===== config.mk =====
export PLATFORM = sky130hd
export DESIGN_NAME = uart_tx_sched
export DESIGN_NICKNAME = d
export VERILOG_FILES = /design/src/rtl/uart_tx_sched.sv
export SDC_FILE = /design/constraint.sdc
export NUM_CORES = 1
export LEC_CHECK = 0
export ABC_AREA = 1
export CAP_MARGIN = 30
export CORE_MARGIN = 5
export CORE_UTILIZATION = 40
export CTS_CLUSTER_DIAMETER = 60
export DETAILED_ROUTE_END_ITERATION = 7
export PLACE_DENSITY = 0.84
export SLEW_MARGIN = 30
export SYNTH_ARGS = -nofsm -noshare
export SYNTH_HDL_FRONTEND = slang
export SYNTH_SLANG_ARGS = --single-unit
export TNS_END_PERCENT = 100

===== constraint.sdc =====
create_clock -name CLK -period 1.3 [get_ports CLK]
set_input_delay 0.13 -clock CLK [delete_from_list [all_inputs] [get_ports CLK]]
set_output_delay 0.13 -clock CLK [all_outputs]
set_load 0.05 [all_outputs]

===== src/rtl/uart_tx_sched.sv =====
// uart_tx_sched: shares a single UART transmitter between two requesters.
//
// Each requester offers an 8- or 16-bit payload. The block picks one
// requester round-robin, sends the low byte and, for a two-byte payload,
// the high byte as a second frame. Each frame is paced off the
// transmitter's Busy output.
//
// Ports
//   CLK            system clock, rising edge
//   Reset          synchronous, active-high reset
//   REQn_Valid     requester n has a payload (held until REQn_Ack)
//   REQn_Data      requester n payload, 2*DATA_WIDTH bits
//   REQn_Two_Byte  1 = send both bytes, 0 = low byte only
//   REQn_Ack       one-cycle pulse when the payload is captured
//   TX_Busy        Busy from the UART Tx control FSM
//   TX_Data_valid  one-cycle start pulse to the transmitter
//   TX_P_Data      byte being transmitted
//   Grant          requester that owns the transmitter (valid while Active)
//   Active         high from capture until the last frame ends or aborts
//   Err            one-cycle pulse when Busy fails to rise in time
//
// state      | meaning
// -----------+----------------------------------------------------------
// ST_IDLE    | no transfer; Valid inputs are sampled and arbitrated
// ST_WAIT_HI | frame started; waiting for TX_Busy to rise (timeout runs)
// ST_WAIT_LO | frame on the line; waiting for TX_Busy to fall

module uart_tx_sched #(
  parameter int DATA_WIDTH = 8,
  parameter int TIMEOUT    = 15
) (
  input  logic                    CLK,
  input  logic                    Reset,
  input  logic                    REQ0_Valid,
  input  logic [2*DATA_WIDTH-1:0] REQ0_Data,
  input  logic                    REQ0_Two_Byte,
  output logic                    REQ0_Ack,
  input  logic                    REQ1_Valid,
  input  logic [2*DATA_WIDTH-1:0] REQ1_Data,
  input  logic                    REQ1_Two_Byte,
  output logic                    REQ1_Ack,
  input  logic                    TX_Busy,
  output logic                    TX_Data_valid,
  output logic [DATA_WIDTH-1:0]   TX_P_Data,
  output logic                    Grant,
  output logic                    Active,
  output logic                    Err
);

  localparam int CNT_W = $clog2(TIMEOUT + 1);

  localparam logic [1:0] ST_IDLE    = 2'd0;
  localparam logic [1:0] ST_WAIT_HI = 2'd1;
  localparam logic [1:0] ST_WAIT_LO = 2'd2;

  // Abort fires on the edge that takes the counter to TIMEOUT.
  localparam logic [CNT_W-1:0] TO_LAST = CNT_W'(TIMEOUT - 1);
  localparam logic [CNT_W-1:0] TO_MAX  = CNT_W'(TIMEOUT);

  logic [1:0]            state;
  logic                  ptr;
  logic                  byte_cnt;
  logic                  two_q;
  logic [DATA_WIDTH-1:0] hi_q;
  logic [CNT_W-1:0]      to_cnt;

  logic                    sel;
  logic [2*DATA_WIDTH-1:0] sel_data;
  logic                    sel_two;

  // Single valid requester wins outright; the pointer breaks ties.
  always_comb begin
    sel = REQ1_Valid;
    if (REQ0_Valid && REQ1_Valid) begin
      sel = ptr;
    end
    sel_data = sel ? REQ1_Data     : REQ0_Data;
    sel_two  = sel ? REQ1_Two_Byte : REQ0_Two_Byte;
  end

  always_ff @(posedge CLK) begin
    if (Reset) begin
      state         <= ST_IDLE;
      ptr           <= 1'b0;
      byte_cnt      <= 1'b0;
      two_q         <= 1'b0;
      hi_q          <= '0;
      to_cnt        <= '0;
      REQ0_Ack      <= 1'b0;
      REQ1_Ack      <= 1'b0;
      TX_Data_valid <= 1'b0;
      TX_P_Data     <= '0;
      Grant         <= 1'b0;
      Active        <= 1'b0;
      Err           <= 1'b0;
    end else begin
      REQ0_Ack      <= 1'b0;
      REQ1_Ack      <= 1'b0;
      TX_Data_valid <= 1'b0;
      Err           <= 1'b0;

      case (state)
        ST_IDLE: begin
          if (REQ0_Valid || REQ1_Valid) begin
            hi_q          <= sel_data[2*DATA_WIDTH-1:DATA_WIDTH];
            two_q         <= sel_two;
            TX_P_Data     <= sel_data[DATA_WIDTH-1:0];
            REQ0_Ack      <= ~sel;
            REQ1_Ack      <= sel;
            TX_Data_valid <= 1'b1;
            Active        <= 1'b1;
            Grant         <= sel;
            ptr           <= ~sel;
            byte_cnt      <= 1'b0;
            to_cnt        <= '0;
            state         <= ST_WAIT_HI;
          end
        end

        ST_WAIT_HI: begin
          if (TX_Busy) begin
            to_cnt <= '0;
            state  <= ST_WAIT_LO;
          end else if (to_cnt == TO_LAST) begin
            // Transmitter never acknowledged the start pulse: drop the rest.
            to_cnt <= TO_MAX;
            Err    <= 1'b1;
            Active <= 1'b0;
            state  <= ST_IDLE;
          end else if (to_cnt != TO_MAX) begin
            to_cnt <= to_cnt + CNT_W'(1);
          end
        end

        ST_WAIT_LO: begin
          if (!TX_Busy) begin
            if (two_q && !byte_cnt) begin
              TX_P_Data     <= hi_q;
              TX_Data_valid <= 1'b1;
              byte_cnt      <= 1'b1;
              to_cnt        <= '0;
              state         <= ST_WAIT_HI;
            end else begin
              Active <= 1'b0;
              state  <= ST_IDLE;
            end
          end
        end

        default: begin
          Active <= 1'b0;
          state  <= ST_IDLE;
        end
      endcase
    end
  end

endmodule

==> impl_report.txt, run 1 <==
==== FLOW RESULTS ====
----------------------------------------------------
[Critical path]
  CP startpoint kind ........................ flip-flop
  Most numerous cell on the critical path ........................ sky130_fd_sc_hd__nor2_1

[Route]
  Number of vias per cell ........................ 5.57
  Final Routed Wirelength ........................ 6430 µm
  Post-route DRC violation count ........................ 0
  Mean routed wirelength per cell ........................ 17.1 µm

[Power and ir drop]
  Part of the total power dissipated in sequential elements ........................ 34.2%
  Relative contribution of the clock network to total power ........................ 20.4%
  Sw power ........................ 1.33 mW

[Final layout]
  Logic area ........................ 0.00105 mm²
  Fill count ........................ 205
  Layout overhead on the synthesized area ........................ 85.6%
  Inserted Diodes ........................ 0

[GRT]
  Global routing met1 resource utilization ........................ 22.9%
  Fraction of met2 tracks used by global routing ........................ 31.9%
  Sum of overflow across all layers after global routing ........................ 0
  Via count of the first global-routing pass ........................ 1782

[Synthesis]
  Number of synthesized register bits ........................ 31
  Synth area leader ........................ sky130_fd_sc_hd__dfxtp_1
  Net count after synthesis ........................ 283
  Tally of yosys warning messages ........................ 0
  Yosys chip area ........................ 0.00156 mm²
  Fraction of registers with async set/reset ........................ 0%

[Min path]
  Worst min path class ........................ input port to flip-flop
  Hold path startpoint ........................ REQ1_Valid

[Final timing]
  Setup repair after global routing missed its margin ........................ true
  Smallest setup slack after layout ........................ -0.140 ns
  Final number of setup-violating endpoints ........................ 11

[Run status]
  Result of the run ........................ complete, but fails checks
  Violations in the final reports ........................ negative setup slack

[Run]
  Tool Warnings ........................ 29
  Number of max-cap violations ........................ 0

[Die]
  Die X ........................ 72.4 µm

[Place]
  Placed instance area ........................ 0.00247 mm²

[Clock tree]
  Sink Count ........................ 31

----------------------------------------------------
==> run 1: path summary, 6_finish.rpt <==
check                               endpoint  slack, ns  depth (start not counted)
worst max register to register  TX_P_Data[6]      -0.14                          8
worst min-delay path                REQ1_Ack       0.32                          4
worst min register to register       hi_q[0]       0.49                          2
worst max-delay path            TX_P_Data[6]      -0.14                          8
==> run 1: power groups by stage <==
stage | clock (mW) | sequential [mW] | combinational (mW)
after floorplan | 0 | 1.38 | 0.421
after CTS | 0.687 | 1.18 | 1.33
after global placement | 0 | 1.19 | 1.27
final | 0.718 | 1.20 | 1.59
after detailed placement | 0 | 1.20 | 1.30
after global routing | 0.753 | 1.21 | 1.68
==> run 1: tightest hold or removal path: stages <==
cell and delay (ns):
sky130_fd_sc_hd__dlymetal6s2s_1 0.16, sky130_fd_sc_hd__buf_4 0.15, sky130_fd_sc_hd__o21ai_2 0.08, sky130_fd_sc_hd__nor2_1 0.05
==> run 1: registers in the layout, indices dropped and copies added, names as in the netlist <==
signal,flops
Grant,1
Active,1
REQ0_Ack,1
REQ1_Ack,1
TX_P_Data,8
state,2
TX_Data_valid,1
to_cnt,4
hi_q,8
byte_cnt,1
two_q,1
Err,1
ptr,1
==> run 1: routing by layer <==
layer | part of all wire [%] | vias to the layer above
li1 | - | 943
met4 | 4.5 | 0
met1 | 38 | 953
met2 | 49 | 159
met5 | 0 | -
met3 | 8.1 | 39
==> run 1: repair_timing <==
item / 4_1_cts / 5_1_grt
endpoints found under the setup margin: 21 / 23
hold buffers: 0 / 0
pin swaps: 4 / 25
buffers inserted: 1 / 3
endpoints found under the hold margin: 0 / 0
gates resized: 12 / 80
gates cloned: 0 / 2
==> run 1: logic make-up after synthesis <==
group | Yosys count | share of synthesized area, %
and+or+nand+nor | 144 | 37.4
AOI/OAI and AO/OA | 36 | 13.4
DFF | 31 | 39.9
buffers and inverters | 29 | 7.72
adders and majority gates | 2 | 1.61
==> run 1: stage by stage <==
| stage | power (mW) | utilization, % | setup slack [ns] | std cells |
|---|---|---|---|---|
| finish | 3.52 | 77.7 | -0.140 | 376 |
| global route | 3.65 | 77.7 | -0.196 | 376 |
| CTS | 3.20 | 69.8 | -0.00740 | 371 |
| detailed placement | 2.49 | 66.6 | -0.271 | 364 |
| global placement | 2.46 | 66.6 | -0.204 | 364 |
| floorplan | 1.81 | - | 0.0218 | 242 |
==> run 1: synthesized netlist by cell type, types with 3 or more instances <==
cell	count
sky130_fd_sc_hd__nor2_1	34
sky130_fd_sc_hd__nor2_2	5
sky130_fd_sc_hd__buf_2	3
sky130_fd_sc_hd__inv_1	24
sky130_fd_sc_hd__o21ai_0	12
sky130_fd_sc_hd__nor3_1	3
sky130_fd_sc_hd__a21oi_1	14
sky130_fd_sc_hd__nand2_1	85
sky130_fd_sc_hd__dfxtp_1	31
sky130_fd_sc_hd__nand3_1	14
==> run 1: layout make-up <==
cell class                      count  share of cell area (%)
Timing Repair Buffer               85                    33.9
Inverter                           24                    3.29
Multi-Input combinational cell    182                    36.2
Tap cell                           48                    2.08
Sequential cell                    31                    22.0
Clock buffer                        6                    2.51
==> run_1/met1.png <==
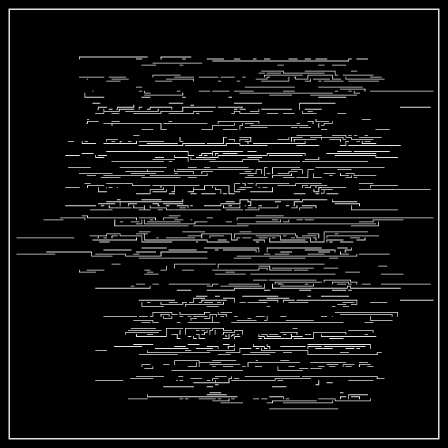
longest straight run: 33.1 µm
wire length on this layer: 2440 µm
share of all routed wire: 38%
nets with wire on the layer: 334

==> run_1/met2.png <==
The bar under the picture is 20 µm long. Cells faint in the background.
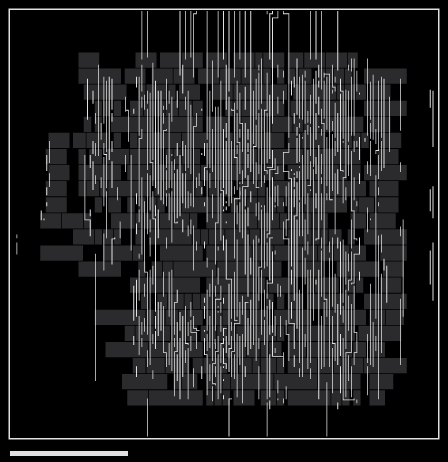
main direction: vertical
share of all routed wire: 49%

==> run_1/met3.png <==
The bar under the picture is 20 µm long.
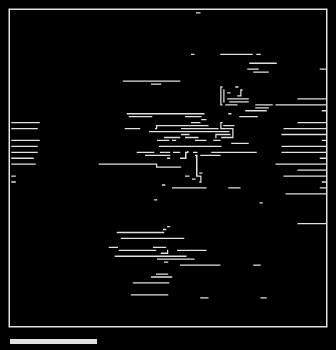
nets with wire on the layer: 77
wire length on this layer: 520 µm

==> run 1 -> run 2 <==
--- a/config.mk
+++ b/config.mk
@@ -12,6 +12,7 @@
 export CTS_CLUSTER_DIAMETER = 60
 export DETAILED_ROUTE_END_ITERATION = 7
 export PLACE_DENSITY = 0.84
+export SKIP_CTS_REPAIR_TIMING = 1
 export SLEW_MARGIN = 30
 export SYNTH_ARGS = -nofsm -noshare
 export SYNTH_HDL_FRONTEND = slang
==> run 2 against run 1 <==
Effect of this change:
- the flow still finishes with violations (negative setup slack)
- cell count shrank 0.80%
- fmax grew 6.1%
- clock power shrank 3.9%
- core utilization shrank 1.5 points
- flip-flop count is the same
- worst setup slack gained 0.082 ns
- first-iteration DRC count shrank 36%
- die area is the same
- combinational power shrank 3%
==> impl_report.txt, run 2 <==
==== FLOW RESULTS ====
----------------------------------------------------
[Final timing]
  Smallest setup slack after layout ........................ -0.0580 ns (+0.0823 ns)
  Final number of setup-violating endpoints ........................ 8 (-3)

[Synthesis]
  Post-synth mux share ........................ 0% (unchanged)
  Post-synthesis simple-gate area fraction ........................ 37.4% (unchanged)
  Net count after synthesis ........................ 283 (unchanged)
  Tally of yosys warning messages ........................ 0 (unchanged)
  Top comb family, area ........................ simple AND/OR/NAND/NOR gates
  Number of synthesized register bits ........................ 31 (unchanged)
  Synth area leader ........................ sky130_fd_sc_hd__dfxtp_1
  Yosys chip area ........................ 0.00156 mm² (unchanged)
  Fraction of registers with async set/reset ........................ 0% (unchanged)

[Critical path]
  Worst Reg-to-Reg Cells ........................ 6 (-2)

[Run status]
  Violations in the final reports ........................ negative setup slack
  Result of the run ........................ complete, but fails checks

[Power and ir drop]
  Sw power ........................ 1.25 mW (-5.6%)
  Part of the total power dissipated in sequential elements ........................ 34.8% (+0.6 points)

[Route]
  Post-route DRC violation count ........................ 0 (unchanged)
  DR WL met2 ........................ 2900 µm (-8.6%)
  Number of vias per cell ........................ 5.31 (-4.7%)
  Mean routed wirelength per cell ........................ 15.7 µm (-8.2%)

[Final layout]
  Layout overhead on the synthesized area ........................ 82.0%
  Inserted Diodes ........................ 0 (unchanged)
  Fill count ........................ 226 (+10%)

[Run]
  Tool Warnings ........................ 28 (-3.4%)

[GRT]
  Via count of the first global-routing pass ........................ 1766 (-0.90%)

----------------------------------------------------
[run 2: cell counts after synthesis]
Identical to the previous run, type by type.
[run 2: cells by family (layout without fill, tap and decap cells)]
kind of cell	count (synthesis)	count (layout)
adder cells (fa/ha/maj)	2	2
flip-flops	31	31
AND/OR/NAND/NOR	144	144
buffers and inverters	29	112
AND-OR/OR-AND	36	36
[run 2: power groups by stage]
stage / Clock (mW) / Combinational [mW] / Sequential, mW
2_1_floorplan: 0 / 0.421 / 1.38
5_1_grt: 0.737 / 1.64 / 1.21
4_1_cts: 0.687 / 1.30 / 1.18
3_3_place_gp: 0 / 1.27 / 1.19
6_report: 0.690 / 1.54 / 1.19
3_5_place_dp: 0 / 1.30 / 1.20
[run 2: stage by stage]
step / cells / setup WS [ns] / instance area [µm²] / TNS, ns / util [%]
6_report: 373 / -0.0580 / 2830 / -0.277 / 76.2
5_1_grt: 373 / -0.132 / 2830 / -1.51 / 76.2
4_1_cts: 370 / -0.143 / 2550 / -1.59 / 68.6
3_5_place_dp: 364 / -0.271 / 2470 / -5.35 / 66.6
3_3_place_gp: 364 / -0.204 / 2470 / -4.16 / 66.6
2_1_floorplan: 242 / 0.0218 / 1560 / 0 / -
[run 2: final timing paths]
| kind | startpoint | endpoint |
|---|---|---|
| setup / recovery | state[0] | TX_P_Data[4] |
| hold / removal | REQ1_Valid | REQ1_Ack |
| hold reg to reg | hi_q[0] | hi_q[0] |
| setup reg to reg | state[0] | TX_P_Data[4] |
[run 2: critical path, cell delays in order, from the launching register on]
cell	delay [ns]
sky130_fd_sc_hd__dfxtp_4	0.37
sky130_fd_sc_hd__inv_4	0.09
sky130_fd_sc_hd__nand3_2	0.12
sky130_fd_sc_hd__a21oi_4	0.28
sky130_fd_sc_hd__o21ai_0	0.18
sky130_fd_sc_hd__nor2_1	0.13
sky130_fd_sc_hd__nor2_1	0.06
[run 2: routing by layer]
layer	vias up	GRT usage, %
li1	937	-
met4	0	6.76
met1	920	22.6
met5	-	0
met2	104	31.9
met3	18	4.99
[run 2: area by class of cell]
type / count / area share (%)
clock buffer: 6 / 2.56
inverter: 24 / 3.27
multi-input combinational: 182 / 35.8
sequential: 31 / 22.4
tap: 48 / 2.12
timing repair buffer: 82 / 33.9
==> run_2/met1.png <==
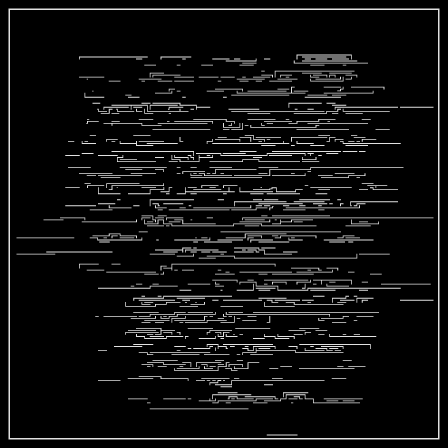
longest straight run: 32.2 µm
wire length on this layer: 2340 µm
Final Routed Wirelength: 5860 µm
global routing met1 resource utilization: 22.6%
count of vias placed by the detailed router: 1979

==> run_2/final_congestion.png <==
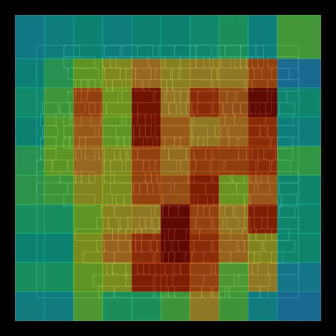
most utilized layer in the global route result: met2
core occupancy in the finished layout: 76.2%
overall global routing resource usage: 18.7%
met3 usage: 4.99%

==> run_2/met2.png <==
The bar under the picture is 20 µm long. Cells faint in the background.
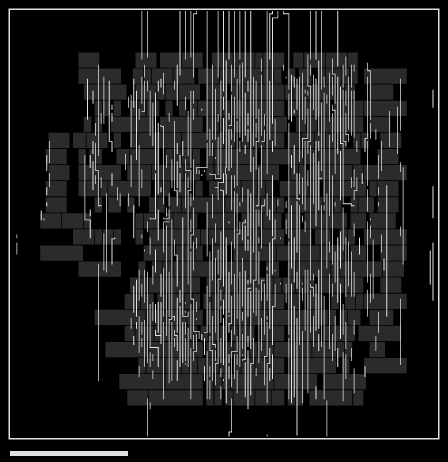
nets with wire on the layer: 319
main direction: vertical
longest straight run: 27.9 µm
fraction of met2 tracks used by global routing: 31.9%

==> run 2 -> run 3 <==
==> constraint.sdc (replaced) <==
create_clock -name CLK -period 1.3 [get_ports CLK]
set_input_delay 0.13 -clock CLK [delete_from_list [all_inputs] [get_ports CLK]]
set_output_delay 0.13 -clock CLK [all_outputs]
set_load 0.1 [all_outputs]
==> run 3 against run 2 <==
Effect of this change:
- the flow still finishes with violations (negative setup slack)
- clock skew did not move
- critical endpoint unchanged
- largest cell class unchanged
- non-clock buffer count unchanged
- clock power about the same
- register-to-register slack hardly changed
- synthesized cell count stayed put
==> impl_report.txt, run 3 <==
==== FLOW RESULTS ====
----------------------------------------------------
[Synthesis]
  Number of synthesized register bits ........................ 31 (unchanged)
  Fraction of registers with async set/reset ........................ 0% (unchanged)
  Yosys chip area ........................ 0.00156 mm² (unchanged)
  Synth area leader ........................ sky130_fd_sc_hd__dfxtp_1
  Net count after synthesis ........................ 283 (unchanged)

[Critical path]
  Family with the most delay on the worst path ........................ AND-OR/OR-AND gates
  Largest stage delay on the critical path ........................ 0.37 ns (about the same)
  Slowest cell on crit path ........................ sky130_fd_sc_hd__dfxtp_4
  Critical path cell sequence ........................ inv_4, nand3_2, a21oi_4, o21ai_0, nor2_1, nor2_1

[Final timing]
  Smallest setup slack after layout ........................ -0.0580 ns (unchanged)
  Final number of setup-violating endpoints ........................ 8 (unchanged)

[GRT]
  Fraction of met2 tracks used by global routing ........................ 31.9% (unchanged)
  Most utilized layer in the global route result ........................ met2
  Met3 usage ........................ 4.99% (unchanged)
  Via count of the first global-routing pass ........................ 1766 (unchanged)
  Global routing met1 resource utilization ........................ 22.6% (unchanged)

[Final layout]
  Final instance area ........................ 0.00283 mm² (unchanged)
  Count of placed standard cells in the final layout, fillers left out ........................ 373 (unchanged)
  Core occupancy in the finished layout ........................ 76.2% (unchanged)

[Power and ir drop]
  Part of the total power dissipated in sequential elements ........................ 32.4% (-2.4 points)
  Sw power ........................ 1.51 mW (+20%)

[Route]
  Count of vias placed by the detailed router ........................ 1979 (unchanged)
  Post-route DRC violation count ........................ 0 (unchanged)
  Final Routed Wirelength ........................ 5860 µm (unchanged)

[Place]
  Placed instance area ........................ 0.00247 mm² (unchanged)

[Run status]
  Violations in the final reports ........................ negative setup slack
  Result of the run ........................ complete, but fails checks

[Run]
  Tool Warnings ........................ 28 (unchanged)

----------------------------------------------------
run 3: kinds of logic after synthesis:
family	after synthesis	synth area share, %
and+or+nand+nor	144	37.4
buffers and inverters	29	7.72
AOI/OAI and AO/OA	36	13.4
adders and majority gates	2	1.61
DFF	31	39.9
run 3: worst paths after layout:
| path | startpoint | cells past startpoint | to |
|---|---|---|---|
| min | REQ1_Valid | 4 | REQ1_Ack |
| max | state[0] | 6 | TX_P_Data[4] |
| min reg2reg | hi_q[0] | 2 | hi_q[0] |
| max reg2reg | state[0] | 6 | TX_P_Data[4] |
run 3: worst min-delay path, delay by kind of cell:
| family | cells | cell delay (ns) |
|---|---|---|
| AOI/OAI and AO/OA | 1 | 0.08 |
| buffers and inverters | 2 | 0.31 |
| and+or+nand+nor | 1 | 0.05 |
run 3: routing by layer:
layer,up-vias,wire length (µm)
li1,937,-
met1,920,2340
met2,104,2900
met3,18,450
met4,0,166
met5,-,0
run 3: per-stage QoR:
stage	total power [mW]	TNS (ns)
2_1_floorplan	2.06	0
3_3_place_gp	2.72	-4.16
3_5_place_dp	2.75	-5.35
4_1_cts	3.42	-1.59
5_1_grt	3.84	-1.51
6_report	3.68	-0.277
run 3: area by class of cell:
| class | instances | area (µm²) | share of cell area (%) |
|---|---|---|---|
| well taps | 48 | 60.1 | 2.12 |
| multi-input cells | 182 | 1010 | 35.8 |
| flip-flops and latches | 31 | 634 | 22.4 |
| repair buffers | 82 | 960 | 33.9 |
| clock buffers | 6 | 72.6 | 2.56 |
| inverters | 24 | 92.6 | 3.27 |
run 3: power groups by stage:
| stage | clock, mW | combinational, mW | sequential (mW) |
|---|---|---|---|
| floorplan | 0 | 0.421 | 1.64 |
| global placement | 0 | 1.53 | 1.19 |
| detailed placement | 0 | 1.55 | 1.20 |
| CTS | 0.687 | 1.56 | 1.18 |
| global route | 0.737 | 1.89 | 1.21 |
| finish | 0.690 | 1.80 | 1.19 |
==> run_3/met2.png <==
The bar under the picture is 20 µm long. Cells faint in the background.
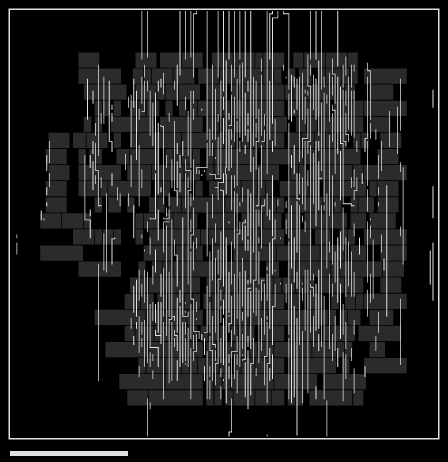
share of all routed wire: 50%
main direction: vertical
longest straight run: 27.9 µm

==> run_3/met4.png <==
Cells faint in the background.
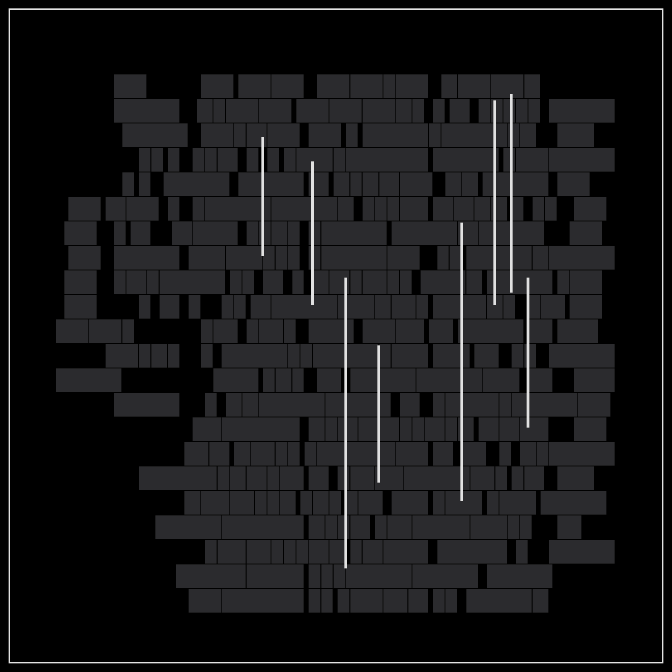
share of all routed wire: 2.8%
wire length on this layer: 167 µm

==> run_3/final_congestion.png <==
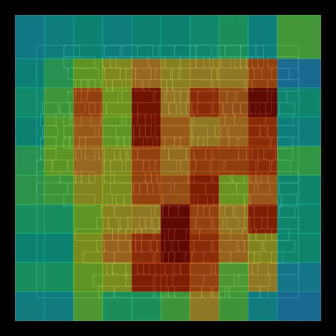
mean routed wirelength per cell: 15.7 µm

Power figures rest on the tool's default switching activity, not on a simulated workload.
